## src/rtl/vend_dispense_ctrl.sv

```systemverilog
// Actuator sequencer for the vending FSM: releases one drink, then pays the
// change one coin at a time, and records coins that could not be paid.
module vend_dispense_ctrl #(
    parameter int unsigned DRINK_CYC = 4,
    parameter int unsigned COIN_CYC  = 2,
    parameter int unsigned GAP_CYC   = 3
) (
    input  logic       clk,
    input  logic       reset,
    input  logic [4:0] cd_in,
    input  logic       cd_valid,
    input  logic       coin_empty,
    output logic       ready,
    output logic       drink_fire,
    output logic [1:0] drink_sel,
    output logic       coin_fire,
    output logic       done,
    output logic [2:0] change_owed
);

    localparam int unsigned TW = 8;
    localparam int unsigned NW = 3;
    localparam logic [TW-1:0] DRINK_LD = TW'(DRINK_CYC - 1);
    localparam logic [TW-1:0] COIN_LD  = TW'(COIN_CYC - 1);
    localparam logic [TW-1:0] GAP_LD   = TW'(GAP_CYC - 1);

    typedef enum logic [2:0] {
        IDLE      = 3'd0,
        DRINK_ON  = 3'd1,
        DRINK_GAP = 3'd2,
        COIN_ON   = 3'd3,
        COIN_GAP  = 3'd4,
        DONE      = 3'd5
    } state_e;

    state_e        state_q, state_d;
    logic [TW-1:0] timer_q, timer_d;
    logic [NW-1:0] rem_q, rem_d;
    logic [1:0]    drink_sel_q, drink_sel_d;
    logic [NW-1:0] change_owed_q, change_owed_d;
    logic          ready_q, ready_d;
    logic          drink_fire_q, drink_fire_d;
    logic          coin_fire_q, coin_fire_d;
    logic          done_q, done_d;
    logic          decide;
    logic [NW-1:0] dec_rem;

    // State, timer, coin count and transaction registers
    always_ff @(posedge clk or negedge reset) begin
        if (!reset) begin
            state_q       <= IDLE;
            timer_q       <= '0;
            rem_q         <= '0;
            drink_sel_q   <= '0;
            change_owed_q <= '0;
        end else begin
            state_q       <= state_d;
            timer_q       <= timer_d;
            rem_q         <= rem_d;
            drink_sel_q   <= drink_sel_d;
            change_owed_q <= change_owed_d;
        end
    end

    // Next state; the coin decision is resolved in the same cycle a phase ends
    always_comb begin
        state_d       = state_q;
        timer_d       = timer_q;
        rem_d         = rem_q;
        drink_sel_d   = drink_sel_q;
        change_owed_d = change_owed_q;
        decide        = 1'b0;
        dec_rem       = rem_q;

        case (state_q)
            IDLE: begin
                if (cd_valid && (cd_in != '0)) begin
                    rem_d         = cd_in[4:2];
                    drink_sel_d   = cd_in[1:0];
                    change_owed_d = '0;
                    if (cd_in[1:0] != 2'b00) begin
                        state_d = DRINK_ON;
                        timer_d = DRINK_LD;
                    end else begin
                        decide  = 1'b1;
                        dec_rem = cd_in[4:2];
                    end
                end
            end
            DRINK_ON: begin
                if (timer_q == '0) begin
                    state_d = DRINK_GAP;
                    timer_d = GAP_LD;
                end else begin
                    timer_d = timer_q - TW'(1);
                end
            end
            DRINK_GAP: begin
                if (timer_q == '0) begin
                    decide = 1'b1;
                end else begin
                    timer_d = timer_q - TW'(1);
                end
            end
            COIN_ON: begin
                if (timer_q == '0) begin
                    state_d = COIN_GAP;
                    timer_d = GAP_LD;
                    rem_d   = rem_q - NW'(1);
                end else begin
                    timer_d = timer_q - TW'(1);
                end
            end
            COIN_GAP: begin
                if (timer_q == '0) begin
                    decide = 1'b1;
                end else begin
                    timer_d = timer_q - TW'(1);
                end
            end
            DONE: begin
                state_d = IDLE;
            end
            default: begin
                state_d = IDLE;
            end
        endcase

        if (decide) begin
            if (dec_rem == '0) begin
                state_d = DONE;
            end else if (!coin_empty) begin
                state_d = COIN_ON;
                timer_d = COIN_LD;
            end else begin
                change_owed_d = dec_rem;
                state_d       = DONE;
            end
        end
    end

    // Output decode from the next state so the registered outputs align with it
    always_comb begin
        ready_d      = (state_d == IDLE);
        drink_fire_d = (state_d == DRINK_ON);
        coin_fire_d  = (state_d == COIN_ON);
        done_d       = (state_d == DONE);
    end

    // Registered actuator and handshake outputs
    always_ff @(posedge clk or negedge reset) begin
        if (!reset) begin
            ready_q      <= 1'b1;
            drink_fire_q <= 1'b0;
            coin_fire_q  <= 1'b0;
            done_q       <= 1'b0;
        end else begin
            ready_q      <= ready_d;
            drink_fire_q <= drink_fire_d;
            coin_fire_q  <= coin_fire_d;
            done_q       <= done_d;
        end
    end

    assign ready       = ready_q;
    assign drink_fire  = drink_fire_q;
    assign drink_sel   = drink_sel_q;
    assign coin_fire   = coin_fire_q;
    assign done        = done_q;
    assign change_owed = change_owed_q;

endmodule

```

## config.mk

```make
export PLATFORM = sky130hd
export DESIGN_NAME = vend_dispense_ctrl
export DESIGN_NICKNAME = d
export VERILOG_FILES = /design/src/rtl/vend_dispense_ctrl.sv
export SDC_FILE = /design/constraint.sdc
export NUM_CORES = 1
export LEC_CHECK = 0
export CAP_MARGIN = 20
export CORE_ASPECT_RATIO = 0.9
export CORE_MARGIN = 5
export CORE_UTILIZATION = 59
export DETAILED_ROUTE_END_ITERATION = 10
export HOLD_SLACK_MARGIN = 0.12
export PLACE_DENSITY = 0.93
export SETUP_SLACK_MARGIN = 0.02
export SYNTH_ARGS = -nofsm -noshare
export SYNTH_HDL_FRONTEND = slang
export SYNTH_SLANG_ARGS = --single-unit
```

## constraint.sdc

```tcl
create_clock -name clk -period 3.77 [get_ports clk]
set_input_delay 1.131 -clock clk [delete_from_list [all_inputs] [get_ports clk]]
set_output_delay 1.131 -clock clk [all_outputs]
set_load 0.02 [all_outputs]
```

==> README.md, run 1 <==
| Group | Quantity | Reported |
|---|---|---|
| worst setup path | CP Cell Sequence | clkdlybuf4s50_1 -> or3_1 -> o21ai_2 -> o21ai_2 -> o221a_2 |
| final timing | Number of hold-slack violations in the final timing report | 0 |
| clock tree | Post-CTS repair timing setup buffer count | 0 |
| flow run | Number of warnings the tools reported | 27 |
| worst setup path | Launching element of the worst setup path | cd_in[2] |
| synth | Predominant post-synthesis flop cell | dfrtp_1 |
| min path | Hold wc startpoint | drink_sel[0]$_DFFE_PN0P_ |
| final layout | Register cell area after layout | 577 um2 |
| final layout | Number of multi-input combinational cells in the layout | 121 |
| power and ir drop | Share of total power in sequential cells | 38.0% |
| power and ir drop | Maximum VDD drop | 0.534 mV |
| worst setup path | Worst-path cell with the longest stage delay | or3_1 |
| synth | Cell accounting for the most synthesized area | dfrtp_1 |
| final layout | Largest reg by FF count | timer_q |
| synth | Top cells by count | dfrtp_1 (22), nand2_1 (16), inv_1 (11), a21oi_1 (9), nor3_1 (9) |
| grt | Sum of overflow across all layers after global routing | 0 |
| routing | Post-route DRC | 0 |
| worst setup path | Critical Path Fanout Max | 10 |
| synth | Top cells, area | dfrtp_1 (36%), nand2_1 (3.9%), a211oi_1 (3.5%) |
| placed design | Number of buffer cells added on primary ports | 17 |
| final timing | Worst-Margin Slew | 0.729 ns |
| final layout | Number of flip-flops in the largest register | 8 |
| clock tree | Count of hold-fix buffers inserted at cts | 0 |
| final timing | Post-layout period usage | 69.4% |
| final layout | Total inserted antenna cells | 0 |
| min path | Class of the worst hold path | reg -> reg |
| power and ir drop | Proportion of power drawn by the clock network | 8.8% |
| synth | Number of register bits inferred by synthesis | 23 |
| final layout | Fin nets | 192 |
| grt | Number of global-route vias before repair | 1313 |
| grt | Met1 global-route usage | 28.1% |
| power and ir drop | Clk. pwr | 0.115 mW |
| worst setup path | Most frequent CP cell | o21ai_2 |
| power and ir drop | Switching share of total power | 45.4% |
| min path | Worst Hold Endpoint | drink_sel[0]$_DFFE_PN0P_ |
| routing | Routed wire length per instance | 16.4 um |
| grt | Global routing's busiest layer | met2 |
| worst setup path | Crit. End Element | flip-flop |
| placed design | GPL Wtd Cong | 0.857 |
| power and ir drop | Power in sequential cells | 0.495 mW |
| clock tree | Master cell of the clock root buffer | clkbuf_4 |
| routing | First-pass iteration count of the detailed router | 4 |
| power and ir drop | Pwr/cell area | 747 mW/mm2 |
| synth | Adders+Majority by Area | 3.29% |
| final layout | Clock-cell share | 1.51% |
| synth | Yosys Instances | 164 |
| synth | Synthesis area per yosys | 0.00152 mm2 |
| outcome | Run status | complete, no violations |
| synth | Synthesized area divided by synthesized cell count | 9.28 um2 |
| final layout | Final std cells w/o fill | 206 |
| synth | Warnings, synthesis | 0 |
| worst setup path | Reg-to-reg endpoint | timer_q[0]$_DFF_PN0_ |
| power and ir drop | Leakage power | 0.712 nW |
| synth | Library cell with the highest instance count after synthesis | dfrtp_1 |
| final layout | Highest-count logic cell in the final layout | dfrtp_1 |
| final layout | Most frequent cells in the layout | dfrtp_1 (22), clkdlybuf4s50_1 (17), nand2_1 (16), inv_1 (11) |
| worst setup path | Logic depth of the worst setup path including buffers | 5 |
| synth | Post-synthesis share of cell area spent on and-or and or-and gates | 26.6% |
| synth | Post-Synthesis Cell Area | 0.00152 mm2 |
| synth | Post-synth ARST share | 100% |
| power and ir drop | Int Pwr | 0.712 mW |
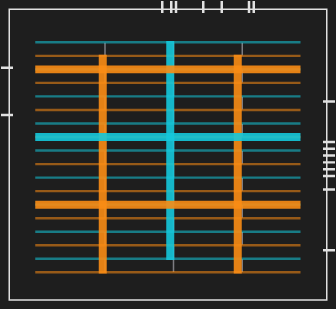
**Above:** run 1 (power grid).
Pins as bars on the die edge. Tap cells in gray.
[cyan] VDD
[orange] VSS
tap cells: 28
rows: 17
met4 straps: 3
met5 straps: 3
Horiz. Die Dim: 63.5 um
Core Area: 0.00247 mm2

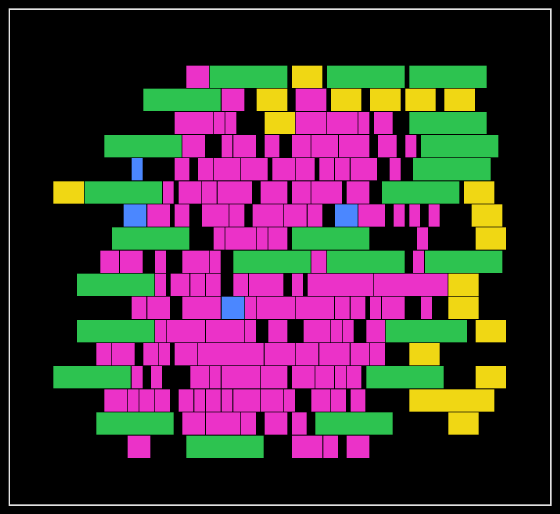
**Above:** run 1 (placed cells, one color a class).
[blue] clock drivers and dummy loads | cells: 4 | share of their area: 1.5%
[yellow] remaining buffers and delay cells | cells: 18 | share of their area: 12%
[magenta] remaining logic cells | cells: 133 | share of their area: 53%
[green] registers | cells: 23 | share of their area: 34%
row cnt: 17
Finished Cell Area: 0.00175 mm2
flop share of the area: 33.0%
final core occ: 70.7%

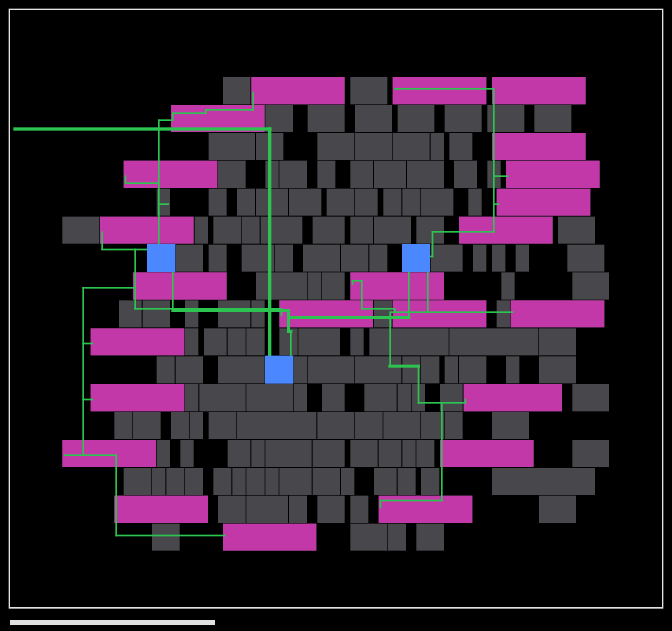
**Above:** run 1 (clock wires, drivers and flops).
Scale bar: 20 um.
[blue] clock-net drivers | count: 3
[magenta] flip-flops | count: 23
[green] clock wires | length: 290 um
flops lie: spread over the die

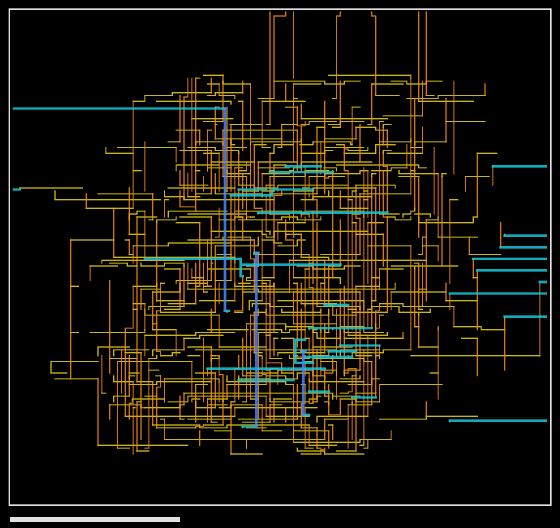
**Above:** run 1 (signal wires by layer).
Scale bar: 20 um.
[yellow] M1 | wire length: 1560 um
[blue] M4 | wire length: 51.7 um
[orange] M2 | wire length: 1550 um
[cyan] M3 | wire length: 210 um

## Run 2: what changed since run 1
--- a/config.mk
+++ b/config.mk
@@ -8,10 +8,10 @@
 export CAP_MARGIN = 20
 export CORE_ASPECT_RATIO = 0.9
 export CORE_MARGIN = 5
-export CORE_UTILIZATION = 59
+export CORE_UTILIZATION = 50
 export DETAILED_ROUTE_END_ITERATION = 10
 export HOLD_SLACK_MARGIN = 0.12
-export PLACE_DENSITY = 0.93
+export PLACE_DENSITY = 0.84
 export SETUP_SLACK_MARGIN = 0.02
 export SYNTH_ARGS = -nofsm -noshare
 export SYNTH_HDL_FRONTEND = slang
==> constraint.sdc (replaced) <==
create_clock -name clk -period 2.4 [get_ports clk]
set_input_delay 0.72 -clock clk [delete_from_list [all_inputs] [get_ports clk]]
set_output_delay 0.72 -clock clk [all_outputs]
set_load 0.02 [all_outputs]
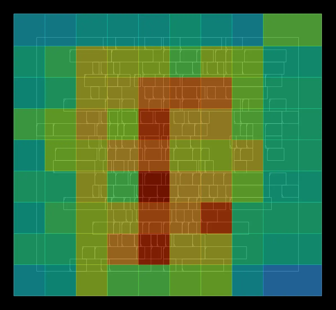
**Above:** run 2 (routing congestion map).
met3 layer usage reported by global route: 2.70%
global routing's busiest layer: met2
grt met2 use: 27.3%

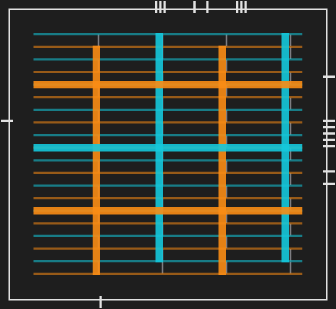
**Above:** run 2 (power grid).
Pins as bars on the die edge. Tap cells in gray.
[orange] VSS
[cyan] VDD
signal pins: 18
rows: 19
met1 rails: 20

==> run 2 against run 1 <==
Effect of this change:
- clock skew shrank 0.00059 ns
- core utilization shrank 10 points
- highest routed layer unchanged
- count of clock-buffer cells in the layout shrank 1
- critical endpoint is now timer_q[0]$_DFF_PN0_
==> README.md, run 2 <==
| Group | Quantity | Reported | Change |
|---|---|---|---|
| final layout | Fin nets | 201 | +4.7% |
| clock tree | H-tree depth reported by CTS | 1 |  |
| final layout | Final core occ | 60.6% | -10 points |
| worst setup path | Critical Path Fanout Max | 3 | -7 |
| final layout | Total inserted antenna cells | 0 | unchanged |
| synth | Number of register bits inferred by synthesis | 23 | unchanged |
| routing | Post-DRT Antenna Nets | 0 |  |
| final timing | Post-layout period usage | 94.1% |  |
| final timing | Number of hold-slack violations in the final timing report | 0 | unchanged |
| power and ir drop | Clk. pwr | 0.186 mW | +62% |
| power and ir drop | Switching share of total power | 44.9% | -0.52 points |
| synth | Library cell with the highest instance count after synthesis | dfrtp_1 |  |
| synth | Adders+Majority by Area | 3.29% | unchanged |
| final layout | Highest-count logic cell in the final layout | dfrtp_1 |  |
| final layout | Finished Cell Area | 0.00181 mm2 | +3.9% |
| synth | Predominant post-synthesis flop cell | dfrtp_1 |  |
| power and ir drop | Int Pwr | 1.16 mW | +63% |
| floorplanning | Row cnt | 19 | +2 |
| worst setup path | Reg-to-reg endpoint | timer_q[0]$_DFF_PN0_ |  |
| worst setup path | Most frequent CP cell | ha_1 |  |
| routing | Post-route DRC | 0 | unchanged |
| final layout | Largest reg by FF count | timer_q |  |
| min path | Worst Hold Endpoint | drink_sel[1]$_DFFE_PN0P_ |  |
| grt | Number of global-route vias before repair | 1349 | +2.7% |
| power and ir drop | Leakage power | 0.752 nW | +5.6% |
| flow run | Number of warnings the tools reported | 27 | unchanged |
| power and ir drop | Pwr/cell area | 1160 mW/mm2 | +56% |
| grt | Met1 global-route usage | 25.9% | -2.2 points |
| worst setup path | Worst-path cell with the longest stage delay | dfrtp_1 |  |
| worst setup path | Logic depth of the worst setup path including buffers | 10 | +5 |
| outcome | Run status | complete, no violations |  |
| final layout | Final std cells w/o fill | 229 | +11% |
| final layout | Clock-cell share | 1.52% | +0.012 points |
| power and ir drop | Power in sequential cells | 0.763 mW | +54% |
| final layout | Number of flip-flops in the largest register | 8 | unchanged |
| synth | Post-synthesis share of cell area spent on and-or and or-and gates | 26.6% | unchanged |
| synth | Yosys Instances | 164 | unchanged |
| placed design | Number of buffer cells added on primary ports | 17 | unchanged |
| synth | Top cells by count | dfrtp_1 (22), nand2_1 (16), inv_1 (11), a21oi_1 (9), nor3_1 (9) |  |
| floorplanning | Horiz. Die Dim | 68.1 um | +7.3% |
| final timing | Worst-Margin Slew | 0.726 ns | -0.00276 ns |
| final layout | Number of multi-input combinational cells in the layout | 121 | unchanged |
| synth | Post-Synthesis Cell Area | 0.00152 mm2 | unchanged |
| grt | Sum of overflow across all layers after global routing | 0 | unchanged |
| synth | Synthesized area divided by synthesized cell count | 9.28 um2 | unchanged |
| routing | First-pass iteration count of the detailed router | 5 | +1 |
| clock tree | Post-CTS repair timing setup buffer count | 0 | unchanged |
| floorplanning | Core Area | 0.00300 mm2 | +21% |
| clock tree | Count of hold-fix buffers inserted at cts | 0 | unchanged |
| worst setup path | Crit. End Element | flip-flop |  |
| placed design | GPL Wtd Cong | 0.876 | +2.2% |
| synth | Synthesis area per yosys | 0.00152 mm2 | unchanged |
| final layout | Register cell area after layout | 577 um2 | unchanged |
| routing | Routed wire length per instance | 15.3 um | -6.2% |
| synth | Post-synth ARST share | 100% | unchanged |
| final layout | Flop share of the area | 31.8% | -1.3 points |
| synth | Top cells, area | dfrtp_1 (36%), nand2_1 (3.9%), a211oi_1 (3.5%) |  |
| clock tree | Number of cells upsized or downsized after cts | 0 |  |
| power and ir drop | Proportion of power drawn by the clock network | 8.8% | about the same |
| power and ir drop | Share of total power in sequential cells | 36.2% | -1.8 points |
| final layout | Most frequent cells in the layout | dfrtp_1 (22), clkdlybuf4s50_1 (17), nand2_1 (16), inv_1 (11), buf_4 (10) |  |
| final timing | Final setup skew | 0.00306 ns |  |
Power is estimated from default activity; no workload was simulated.
